`src/rtl/imem_port_arbiter.sv`:
```
// Shares the byte-wide instruction-memory port between CPU fetch (4-byte big-endian words)
// and the loader/debug port (single bytes), round-robin. Optional macro: IMEM_ALIGN_CHECK_EN.
module imem_port_arbiter #(
    parameter int ADDR_W = 15
) (
    input  logic              clk,
    input  logic              rst_n,
    input  logic              f_req,
    input  logic [ADDR_W-1:0] f_addr,
    output logic              f_done,
    output logic [31:0]       f_rdata,
    output logic              f_err,
    input  logic              l_req,
    input  logic              l_we,
    input  logic [ADDR_W-1:0] l_addr,
    input  logic [7:0]        l_wdata,
    output logic              l_done,
    output logic [7:0]        l_rdata,
    output logic [ADDR_W-1:0] mem_addr,
    output logic              mem_we,
    output logic [7:0]        mem_wdata,
    input  logic [7:0]        mem_rdata,
    output logic              busy
);

    typedef enum logic [1:0] {IDLE, FETCH, LOAD} state_t;

    state_t            state;
    logic              last_l;
    logic [1:0]        k;
    logic [ADDR_W-1:0] addr_q;
    logic              we_q;
    logic [7:0]        wdata_q;
    logic [23:0]       shift_q;
    logic              grant_f;
    logic              grant_l;
    logic              misalign;

`ifdef IMEM_ALIGN_CHECK_EN
    assign misalign = (f_addr[1:0] != 2'b00);
`else
    assign misalign = 1'b0;
`endif

    // On a tie the requester that was not served last wins.
    assign grant_f = f_req & (~l_req | last_l);
    assign grant_l = l_req & (~f_req | ~last_l);

    always_ff @(posedge clk or negedge rst_n) begin
        if (!rst_n) begin
            state   <= IDLE;
            last_l  <= 1'b1;
            k       <= 2'd0;
            addr_q  <= '0;
            we_q    <= 1'b0;
            wdata_q <= 8'd0;
            shift_q <= 24'd0;
            f_rdata <= 32'd0;
            f_done  <= 1'b0;
            f_err   <= 1'b0;
            l_rdata <= 8'd0;
            l_done  <= 1'b0;
        end else begin
            f_done <= 1'b0;
            f_err  <= 1'b0;
            l_done <= 1'b0;
            case (state)
                IDLE: begin
                    if (grant_f) begin
                        last_l <= 1'b0;
                        addr_q <= f_addr;
                        k      <= 2'd0;
                        if (misalign) begin
                            f_done  <= 1'b1;
                            f_err   <= 1'b1;
                            f_rdata <= 32'd0;
                        end else begin
                            state <= FETCH;
                        end
                    end else if (grant_l) begin
                        last_l  <= 1'b1;
                        addr_q  <= l_addr;
                        we_q    <= l_we;
                        wdata_q <= l_wdata;
                        state   <= LOAD;
                    end
                end
                FETCH: begin
                    k <= k + 2'd1;
                    // Beat k lands in byte lane 3-k; the last byte completes the word directly.
                    case (k)
                        2'd0: shift_q[23:16] <= mem_rdata;
                        2'd1: shift_q[15:8]  <= mem_rdata;
                        2'd2: shift_q[7:0]   <= mem_rdata;
                        default: begin
                            f_rdata <= {shift_q, mem_rdata};
                            f_done  <= 1'b1;
                            state   <= IDLE;
                        end
                    endcase
                end
                LOAD: begin
                    if (!we_q) l_rdata <= mem_rdata;
                    l_done <= 1'b1;
                    state  <= IDLE;
                end
                default: state <= IDLE;
            endcase
        end
    end

    // Memory strobes decode from registered state only, so reset kills a write at once.
    always_comb begin
        mem_addr  = '0;
        mem_we    = 1'b0;
        mem_wdata = 8'd0;
        case (state)
            FETCH: mem_addr = addr_q + ADDR_W'(k);
            LOAD: begin
                mem_addr  = addr_q;
                mem_we    = we_q;
                mem_wdata = wdata_q;
            end
            default: ;
        endcase
    end

    assign busy = (state != IDLE);

endmodule

```
`config.mk`:
```
export PLATFORM = sky130hd
export DESIGN_NAME = imem_port_arbiter
export DESIGN_NICKNAME = d
export VERILOG_FILES = /design/src/rtl/imem_port_arbiter.sv
export SDC_FILE = /design/constraint.sdc
export NUM_CORES = 1
export LEC_CHECK = 0
export CORE_MARGIN = 2
export CORE_UTILIZATION = 25
export CTS_CLUSTER_SIZE = 14
export DETAILED_ROUTE_END_ITERATION = 16
export GPL_TIMING_DRIVEN = 1
export HOLD_SLACK_MARGIN = 0.05
export PLACE_DENSITY_LB_ADDON = 0.08
export SYNTH_ARGS = -nofsm -noshare
export SYNTH_HDL_FRONTEND = slang
export SYNTH_SLANG_ARGS = --single-unit
```
`constraint.sdc`:
```
create_clock -name clk -period 3.15 [get_ports clk]
set_clock_uncertainty 0.15 [all_clocks]
set_input_delay 0.7875 -clock clk [delete_from_list [all_inputs] [get_ports clk]]
set_output_delay 0.7875 -clock clk [all_outputs]
set_load 0.01 [all_outputs]
```
Figure 1. Port wiring (run 1).
(3 px per um)
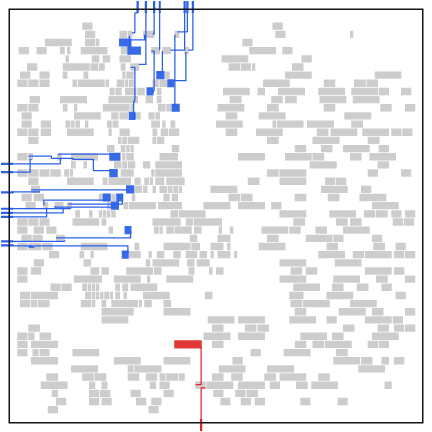
legend:
  red:
    port: `l_done`
    bits: 1
    direction: output
    edge: bottom
    end_cells: 1
    buffers: 1
    wire: 26.9 um
  blue:
    port: `mem_addr`
    bits: 15
    direction: output
    edge: 8 left, 7 top
    end_cells: 15
    buffers: 15
    wire: 509 um
count of buffers inserted at the top-level ports: 117
number of top-level design ports: 119

Figure 2. Logic cells by family (run 1).
(3 px per um)
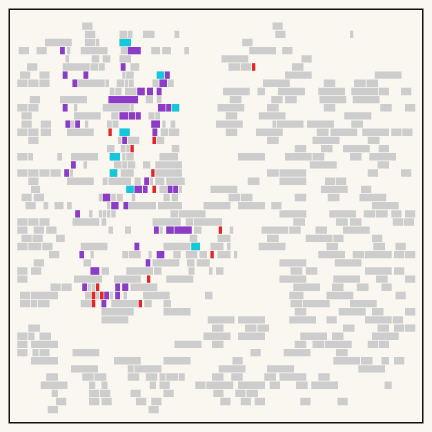
legend:
  purple:
    family: inverting AOI/OAI gates
    cells: 48
  red:
    family: inverters
    cells: 14
  cyan:
    family: AND-OR and OR-AND gates
    cells: 8
logic gate fraction of the total cell area: 32.1%
final standard cell count with taps included and fillers excluded: 737

Figure 3. Wire density map (run 1).
(3 px per um) The die is cut into 27 by 27 equal tiles; white is low, dark blue is high, scaled to the fullest tile. Values are wire area over tile area, all layers added.
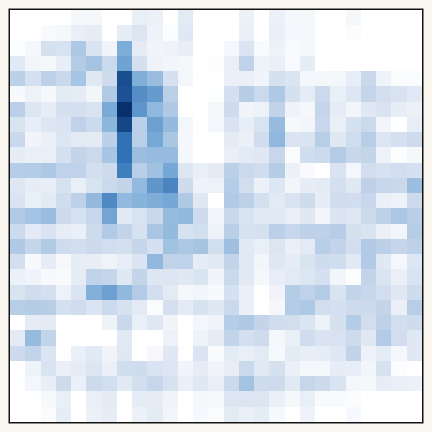
emptiest ninth of the die: upper right
tiles over half the peak: 2.7%
mean over tiles: 0.097
routed vias: 3300
Routed wire per std cell: 15.6 um
global-route usage over all layers: 13.0%
total length of routed wires: 11500 um

==> flow_metrics.py, run 1 <==
# Auto-generated metrics
metrics = {
    "final_timing": {
        "layout_worst_path_cycle_share_pct": 98.2,
        "max_freq_mhz": 323,
        "slew-limit-headroom_pct": 60.8,
        "timing_worst_slew_pin_value_ps": 588,
        "finalMaxSlewViolations": 0,
    },
    "drt": {
        "met3RoutedLength_um": 734,
        "drt-initial-drc-count": 103,
        "route.top_layer_used": "met4",
    },
    "yosys": {
        "post_synth_instance_area_um2": 4440,
        "yosys.area_share.aoi_pct": 7.91,
        "synth.cellmix.adderShare_pct": 2.99,
        "synth_largest_type_area_fraction_pct": 52.9,
        "ff_type": "sky130_fd_sc_hd__dfrtp_1",
        "synthesis.instances": 368,
        "netlist-cell-type-count": 42,
    },
    "final_layout": {
        "areaGrowthSynthToFinish_pct": 44.7,
        "design_area_um2": 6430,
        "layout.cells.most_common": "sky130_fd_sc_hd__clkdlybuf4s50_1",
    },
    "critical_path": {
        "critical_path_at_ps": 2160,
        "cp_cell_sequence": "ha_4 > fa_2 > nand3_4 > nor2_4 > and3_4 > o221a_2 > buf_6",
        "crit_type": "reg2out",
        "end_kind": "primary output",
    },
    "run": {
        "maxCapViolCount": 0,
        "warnings": 32,
    },
    "grt": {
        "busiest_layer": "met2",
        "groute.layer.met3.usage_pct": 4.16,
    },
    "clock_network": {
        "cts_root_buffer": "sky130_fd_sc_hd__clkbuf_16",
        "tritoncts.num_buffers": 9,
        "clkLatencyLatePin_ps": 350,
        "cts.sinks": 95,
    },
    "pwr": {
        "intPower_uw": 4080,
        "p_clk_share_pct": 18.0,
    },
    "placed_design": {
        "dp.final_hpwl_um": 8150,
        "post_dp_cell_area_um2": 5980,
        "dpl.cell_count": 715,
        "place.gp.congestion": 0.765,
    },
    "status": {
        "result_of_the_run": "complete, no violations",
    },
    "die": {
        "dieArea_um2": 18900,
        "coreArea_um2": 17400,
    },
    "worst_hold_path": {
        "min_path_type": "in2async",
    },
}
-- run 1: power by group through the flow --
stage | Combinational (uW) | Clock (uW) | Sequential [uW]
3_5_place_dp | 2730 | 0 | 2230
3_3_place_gp | 2700 | 0 | 2200
6_report | 2840 | 1110 | 2220
4_1_cts | 2810 | 1160 | 2220
2_1_floorplan | 1290 | 0 | 2300
5_1_grt | 3110 | 1220 | 2320
-- run 1: final cells by class --
class | count | area (um^2)
repair buffers | 147 | 1360
fillers | 1696 | 10900
inverters | 14 | 52.6
flip-flops and latches | 95 | 2380
multi-input cells | 241 | 2060
clock buffers | 11 | 243
clock inverters | 4 | 53.8
well taps | 225 | 282
-- run 1: worst max-delay path: cells and delay by family, from the launching register on --
| family | cells | cell delay [ps] |
|---|---|---|
| AOI/OAI and AO/OA | 1 | 270 |
| adders and majority gates | 2 | 620 |
| buffers and inverters | 1 | 120 |
| DFF | 1 | 410 |
| and+or+nand+nor | 3 | 400 |
-- run 1: per-stage QoR --
step,utilization [%],power (uW)
final,37.0,6160
after global placement,34.4,4910
after floorplan,-,3590
after global routing,37.0,6640
after detailed placement,34.4,4960
after CTS,36.7,6200
-- run 1: registers in the layout, summed over array words and instances, names as in the netlist --
signal,count
f_done,1
l_done,1
shift_q,24
wdata_q,8
addr_q,15
we_q,1
k,2
state,2
l_rdata,8
f_rdata,32
last_l,1
-- run 1: final timing paths --
check / startpoint / end / depth (start not counted)
setup / recovery: k[0] / mem_addr[8] / 7
hold / removal: rst_n / f_rdata[17] / 1
setup reg to reg: k[0] / f_rdata[7] / 6
hold reg to reg: last_l / last_l / 2
max in group asynchronous: rst_n / f_rdata[8] / 2
min in group clk: last_l / last_l / 2
Figure 4. Track usage over the die (run 1).
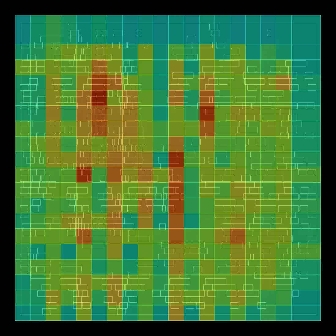

## Run 2: what changed since run 1
SKIP_CTS_REPAIR_TIMING = 1   (was unset)
Figure 5. Track usage over the die (run 2).
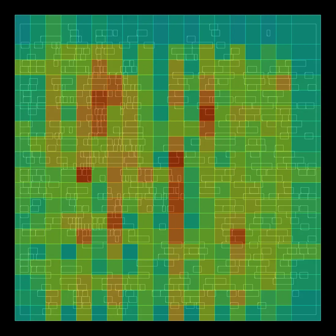
met3 track demand over resource: 4.08%
Final Util: 37.1%

==> run 2 against run 1 <==
- critical endpoint is now mem_addr[13]
- maximum frequency decreased by 5.4%
- worst setup slack got worse by 180 ps
- the flow now finishes with violations (negative setup slack)
- synthesized cell count stayed put
- sequential cell count stayed put
==> flow_metrics.py, run 2 <==
# Auto-generated metrics
metrics = {
    "yosys": {
        "synth_largest_type_area_fraction_pct": 52.9,
        "netlist-cell-type-count": 42,
        "synthesis.instances": 368,
    },
    "clock_network": {
        "tritoncts.num_buffers": 9,
        "cts.sinks": 95,
    },
    "final_layout": {
        "largest-register": "f_rdata",
        "num-fill-cells": 1697,
        "layout.cells.most_common": "sky130_fd_sc_hd__clkdlybuf4s50_1",
        "ff_latch_area_um2": 2380,
        "logic_area_um2": 2020,
        "biggestRegsByFlops": "f_rdata: 32 flops, shift_q: 24 flops, addr_q: 15 flops",
        "areaGrowthSynthToFinish_pct": 44.7,
        "flip_flop_count_of_the_largest_register_all_copies_and_words_added": 32,
    },
    "critical_path": {
        "critical_path_at_ps": 2330,
        "end_kind": "primary output",
        "worst_path_dominant_cell_family": "buffers and inverters",
        "cp_cell_sequence": "ha_4 > a21oi_4 > nor4_2 > nand2_1 > o211ai_1 > clkdlybuf4s50_1",
        "critical_path.reg2reg.endpoint": "f_rdata[7]",
        "count_of_cells_along_the_worst_register_to_register_path": 6,
    },
    "final_timing": {
        "layout_worst_path_cycle_share_pct": 104,
        "max_freq_mhz": 306,
        "fin_ws_ps": -120,
        "final-setup-viol-count": 1,
    },
    "drt": {
        "route.top_layer_used": "met4",
        "met3RoutedLength_um": 704,
        "routed_wire_length_per_instance_um": 15.5,
        "drt-initial-drc-count": 122,
        "dr_total_vias": 3300,
        "postRouteWirelength_um": 11400,
    },
    "run": {
        "maxCapViolCount": 0,
        "warnings": 32,
    },
    "grt": {
        "grtUsageTotal_pct": 12.7,
        "busiest_layer": "met2",
    },
    "status": {
        "result_of_the_run": "finished with violations",
        "violations": "negative setup slack",
    },
    "die": {
        "dieArea_um2": 18900,
        "pin_count": 119,
        "coreArea_um2": 17400,
    },
    "placed_design": {
        "port_buffers": 117,
        "dp.final_hpwl_um": 8150,
    },
}
Figure 6. Clock distribution (run 2).
(3 px per um)
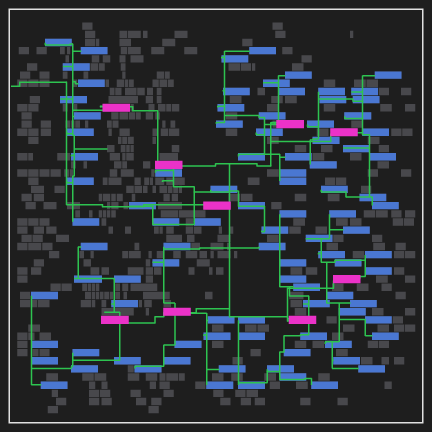
legend:
  blue:
    item: flip-flops
    count: 95
  magenta:
    item: clock drivers
    count: 9
  green:
    item: clock wires
    length: 1380 um
routed clock nets: 10
Clk. pwr: 1110 uW
clk latency late pin: 350 ps
Clock power frac: 18.1%

run 2: cell counts after synthesis:
No cell type changed its count.
run 2: area by class of cell:
cell class / instances / area share [%]
well taps: 225 / 4.38
clock inverters: 4 / 0.837
inverters: 14 / 0.817
clock buffers: 11 / 3.77
flip-flops and latches: 95 / 37.0
repair buffers: 146 / 21.9
multi-input cells: 240 / 31.3
run 2: worst max-delay path by stage:
stage	from	endpoint	slack [ps]	depth (start not counted)
4_1_cts	k[0]	mem_addr[12]	-550	7
2_1_floorplan	k[0]	mem_addr[8]	450	6
3_3_place_gp	k[0]	mem_addr[8]	-100	7
3_5_place_dp	k[0]	mem_addr[8]	-150	7
6_report	addr_q[1]	mem_addr[13]	-120	6
5_1_grt	k[1]	mem_addr[13]	-260	6
run 2: metrics by stage:
stage	util [%]	power, uW	cell area [um^2]	hold slack (ps)	instances
4_1_cts	36.2	6110	6270	299	730
5_1_grt	37.1	6610	6430	324	735
2_1_floorplan	-	3590	4440	303	368
6_report	37.1	6120	6430	277	735
3_5_place_dp	34.4	4960	5980	317	715
3_3_place_gp	34.4	4910	5980	314	715
run 2: power groups by stage:
stage	Combinational (uW)	Sequential [uW]	Clock [uW]
floorplan	1290	2300	0
global placement	2700	2200	0
detailed placement	2730	2230	0
CTS	2740	2210	1160
global route	3090	2310	1220
finish	2810	2210	1110
run 2: kinds of logic (layout without fill, tap and decap cells):
kind of cell / after synthesis / in the layout / share of synthesized area (%)
buffers and inverters: 33 / 175 / 3.32
AOI/OAI and AO/OA: 55 / 55 / 7.91
adders and majority gates: 10 / 10 / 2.99
and+or+nand+nor: 83 / 83 / 9.55
DFF: 95 / 95 / 53.5
other: 1 / 1 / 0.0844
muxes: 91 / 91 / 22.6
Figure 7. Wire density map (run 2).
(3 px per um) The die is cut into 27 by 27 equal tiles; white is low, dark blue is high, scaled to the fullest tile. Values are wire area over tile area, all layers added.
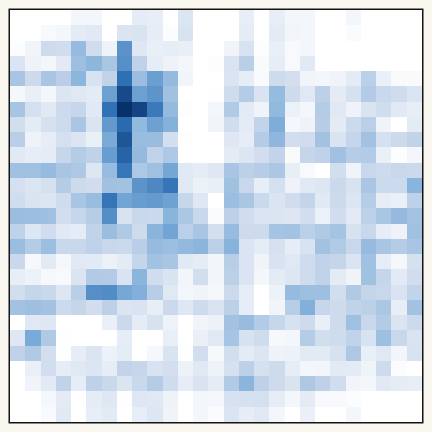

## Run 3: what changed since run 2
CTS_CLUSTER_SIZE = 24   (was 14)
RECOVER_POWER = 100   (was unset)
Figure 8. Wire density map (run 3).
(3 px per um) The die is cut into 27 by 27 equal tiles; white is low, dark blue is high, scaled to the fullest tile. Values are wire area over tile area, all layers added.
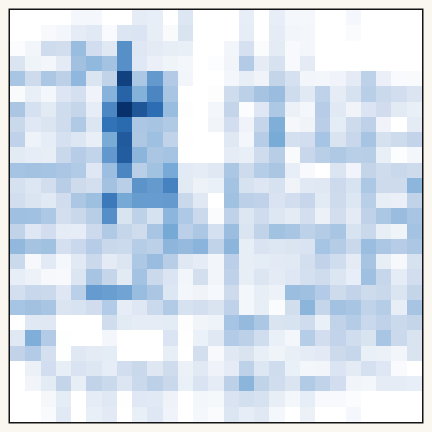
tiles over half the peak: 4.0%
fullest tile: 0.51
mean over tiles: 0.095
Routed wire per std cell: 15.5 um
global-route usage over all layers: 12.7%
routed vias: 3308
total length of routed wires: 11400 um

==> run 3 against run 2 <==
- the flow still finishes with violations (negative setup slack)
- clock-buffer cell count unchanged
- non-clock buffer count unchanged
- clock power about the same
- synthesized area unchanged
- routed wire length up 0.31%
- critical path depth unchanged
- core utilization down 0.40 points
- largest cell class unchanged
- sequential cell count unchanged
- first-iteration DRC count up 13%
- register-to-register slack worse by 310 ps
- hold slack better by 46 ps
==> flow_metrics.py, run 3 <==
# Auto-generated metrics
metrics = {
    "status": {
        "result_of_the_run": "finished with violations",
        "violations": "negative setup slack",
    },
    "critical_path": {
        "timing.critical_path.required_ps": 2210,
        "cp-startpoint": "k[0]",
        "startpoint_type": "register",
        "worst-path-max-fanout": 9,
        "end_kind": "primary output",
        "regToRegStartpoint": "state[0]",
        "r2r_slack_ps": 810,
        "critical_path_at_ps": 2340,
    },
    "yosys": {
        "postSynthRegisterBits": 95,
        "post_synth_instance_area_um2": 4440,
        "yosys.area_share.aoi_pct": 7.91,
        "synthArstFlopShare_pct": 100,
        "synth.top_cells.by_count": "sky130_fd_sc_hd__dfrtp_1, sky130_fd_sc_hd__mux2_2, sky130_fd_sc_hd__nand2_1",
        "postSynthNetCount": 429,
        "synthesis.instances": 368,
        "top_area_cell": "sky130_fd_sc_hd__dfrtp_1",
        "most_common_cell": "sky130_fd_sc_hd__dfrtp_1",
        "postSynthAreaPerCell_um2": 12.1,
        "netlist-cell-type-count": 42,
        "topCombFamilyByArea": "multiplexers",
        "synth.cellmix.adderShare_pct": 2.99,
        "synth.mux.area_fraction_pct": 22.6,
        "synth.top_cells.by_area": "sky130_fd_sc_hd__dfrtp_1, sky130_fd_sc_hd__mux2_2, sky130_fd_sc_hd__mux2i_1",
        "synth_largest_type_area_fraction_pct": 52.9,
        "synth.cellmix.simpleShare_pct": 9.55,
        "ys_seq_share_pct": 53.5,
        "yosys_cells": 368,
        "yosys_warnings": 0,
        "post_synth_xor_area_fraction_pct": 0,
    },
    "final_timing": {
        "layout_worst_path_cycle_share_pct": 104,
        "fin_ws_ps": -131,
        "setup_total_negative_slack_ps": -131,
        "hold_viol_final": 0,
        "period_needed_ps": 3280,
        "slew-limit-headroom_pct": 24.7,
        "rsz0062_at_grt": "true",
        "max_freq_mhz": 305,
        "final-setup-viol-count": 1,
    },
    "clock_network": {
        "cts.sinks": 95,
        "clkLatencyLatePin_ps": 350,
        "tritoncts_clock_tree": "yes",
        "h-tree-depth": 3,
        "cts_root_buffer": "sky130_fd_sc_hd__clkbuf_16",
        "tritoncts.num_buffers": 9,
    },
    "pwr": {
        "switching_power_uw": 2040,
        "post-layout-total-power_uw": 5980,
        "power.density_nw_per_um2": 940,
        "share_seq_of_total_power_pct": 36.7,
    },
    "placed_design": {
        "place.gp.congestion": 0.765,
        "post-place-ws_ps": -152,
        "post_dp_cell_area_um2": 5980,
        "port_buffers": 117,
        "dp.final_hpwl_um": 8150,
    },
    "final_layout": {
        "flip_flop_count_of_the_largest_register_all_copies_and_words_added": 32,
        "largest-register": "f_rdata",
        "areaGrowthSynthToFinish_pct": 43.2,
        "design_area_um2": 6360,
        "layout.cells.most_common": "sky130_fd_sc_hd__dfrtp_1",
        "biggestRegsByFlops": "f_rdata: 32 flops, shift_q: 24 flops, addr_q: 15 flops",
    },
    "die": {
        "dieArea_um2": 18900,
        "coreArea_um2": 17400,
        "pin_count": 119,
        "floorplan.initialDensity_pct": 25.6,
        "die_width_um": 137,
    },
    "worst_hold_path": {
        "min_path_type": "reg2reg",
        "worst_hold_startpoint": "last_l",
    },
    "drt": {
        "detail_route.drc_violations": 0,
        "ant_nets": 0,
        "post_drt_via_cell_ratio": 4.50,
        "drt-initial-drc-count": 138,
    },
    "run": {
        "maxCapViolCount": 0,
        "warnings": 32,
    },
    "grt": {
        "grt_first_pass_wirelength_um": 18100,
        "busiest_layer": "met2",
        "use_met1_pct": 15.6,
        "groute.layer.met3.usage_pct": 4.08,
        "number_of_antenna_violations_at_the_first_check_in_global_routing": 0,
    },
}
Figure 9. Clock distribution (run 3).
(3 px per um)
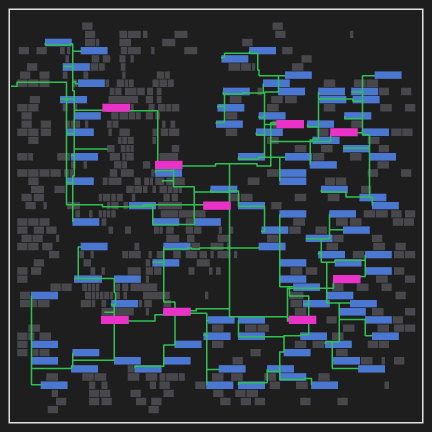
legend:
  magenta:
    item: clock drivers
    count: 9
  blue:
    item: flip-flops
    count: 95
  green:
    item: clock wires
    length: 1390 um
routed clock nets: 10
Clock power frac: 18.6%

[run 3: metal layers]
layer	vias to the layer above	share of wire (%)
li1	1574	-
met1	1621	45
met3	13	6.0
met2	100	47
met5	-	0
met4	0	1.2
[run 3: power by group through the flow]
stage / logic, uW / registers [uW] / clock network [uW]
3_5_place_dp: 2730 / 2230 / 0
2_1_floorplan: 1290 / 2300 / 0
4_1_cts: 2740 / 2210 / 1160
6_report: 2680 / 2200 / 1110
5_1_grt: 2950 / 2290 / 1220
3_3_place_gp: 2700 / 2200 / 0
[run 3: cell families after synthesis]
family,count (synthesis)
AND-OR/OR-AND,55
multiplexers,91
flip-flops,95
AND/OR/NAND/NOR,83
adder cells (fa/ha/maj),10
other,1
buffers and inverters,33
[run 3: area by class of cell]
cell class,instances,area (um^2)
Fill cell,1710,11000
Inverter,14,52.6
Timing Repair Buffer,146,1350
Clock inverter,4,53.8
Sequential cell,95,2380
Multi-Input combinational cell,240,2010
Clock buffer,11,243
Tap cell,225,282
[run 3: final timing paths]
check,to,depth (start not counted)
max,mem_addr[13],6
min,last_l,2
max reg2reg,f_rdata[7],6
min reg2reg,last_l,2
max in group asynchronous,f_rdata[3],2
min in group asynchronous,f_rdata[17],1
[run 3: worst max-delay path, cell delays in order (launching register included)]
cell and delay (ps):
sky130_fd_sc_hd__dfrtp_1 390, sky130_fd_sc_hd__ha_1 240, sky130_fd_sc_hd__buf_4 150, sky130_fd_sc_hd__a21oi_4 280
sky130_fd_sc_hd__nor4_2 110, sky130_fd_sc_hd__o211ai_1 240, sky130_fd_sc_hd__clkdlybuf4s50_1 600
[run 3: through the flow]
stage	hold WS (ps)	util [%]	instances
floorplan	303	-	368
global placement	314	34.4	715
detailed placement	317	34.4	715
CTS	299	36.2	730
global route	346	36.7	735
finish	323	36.7	735
No activity file was given, so power comes from the tool's default toggle rates.
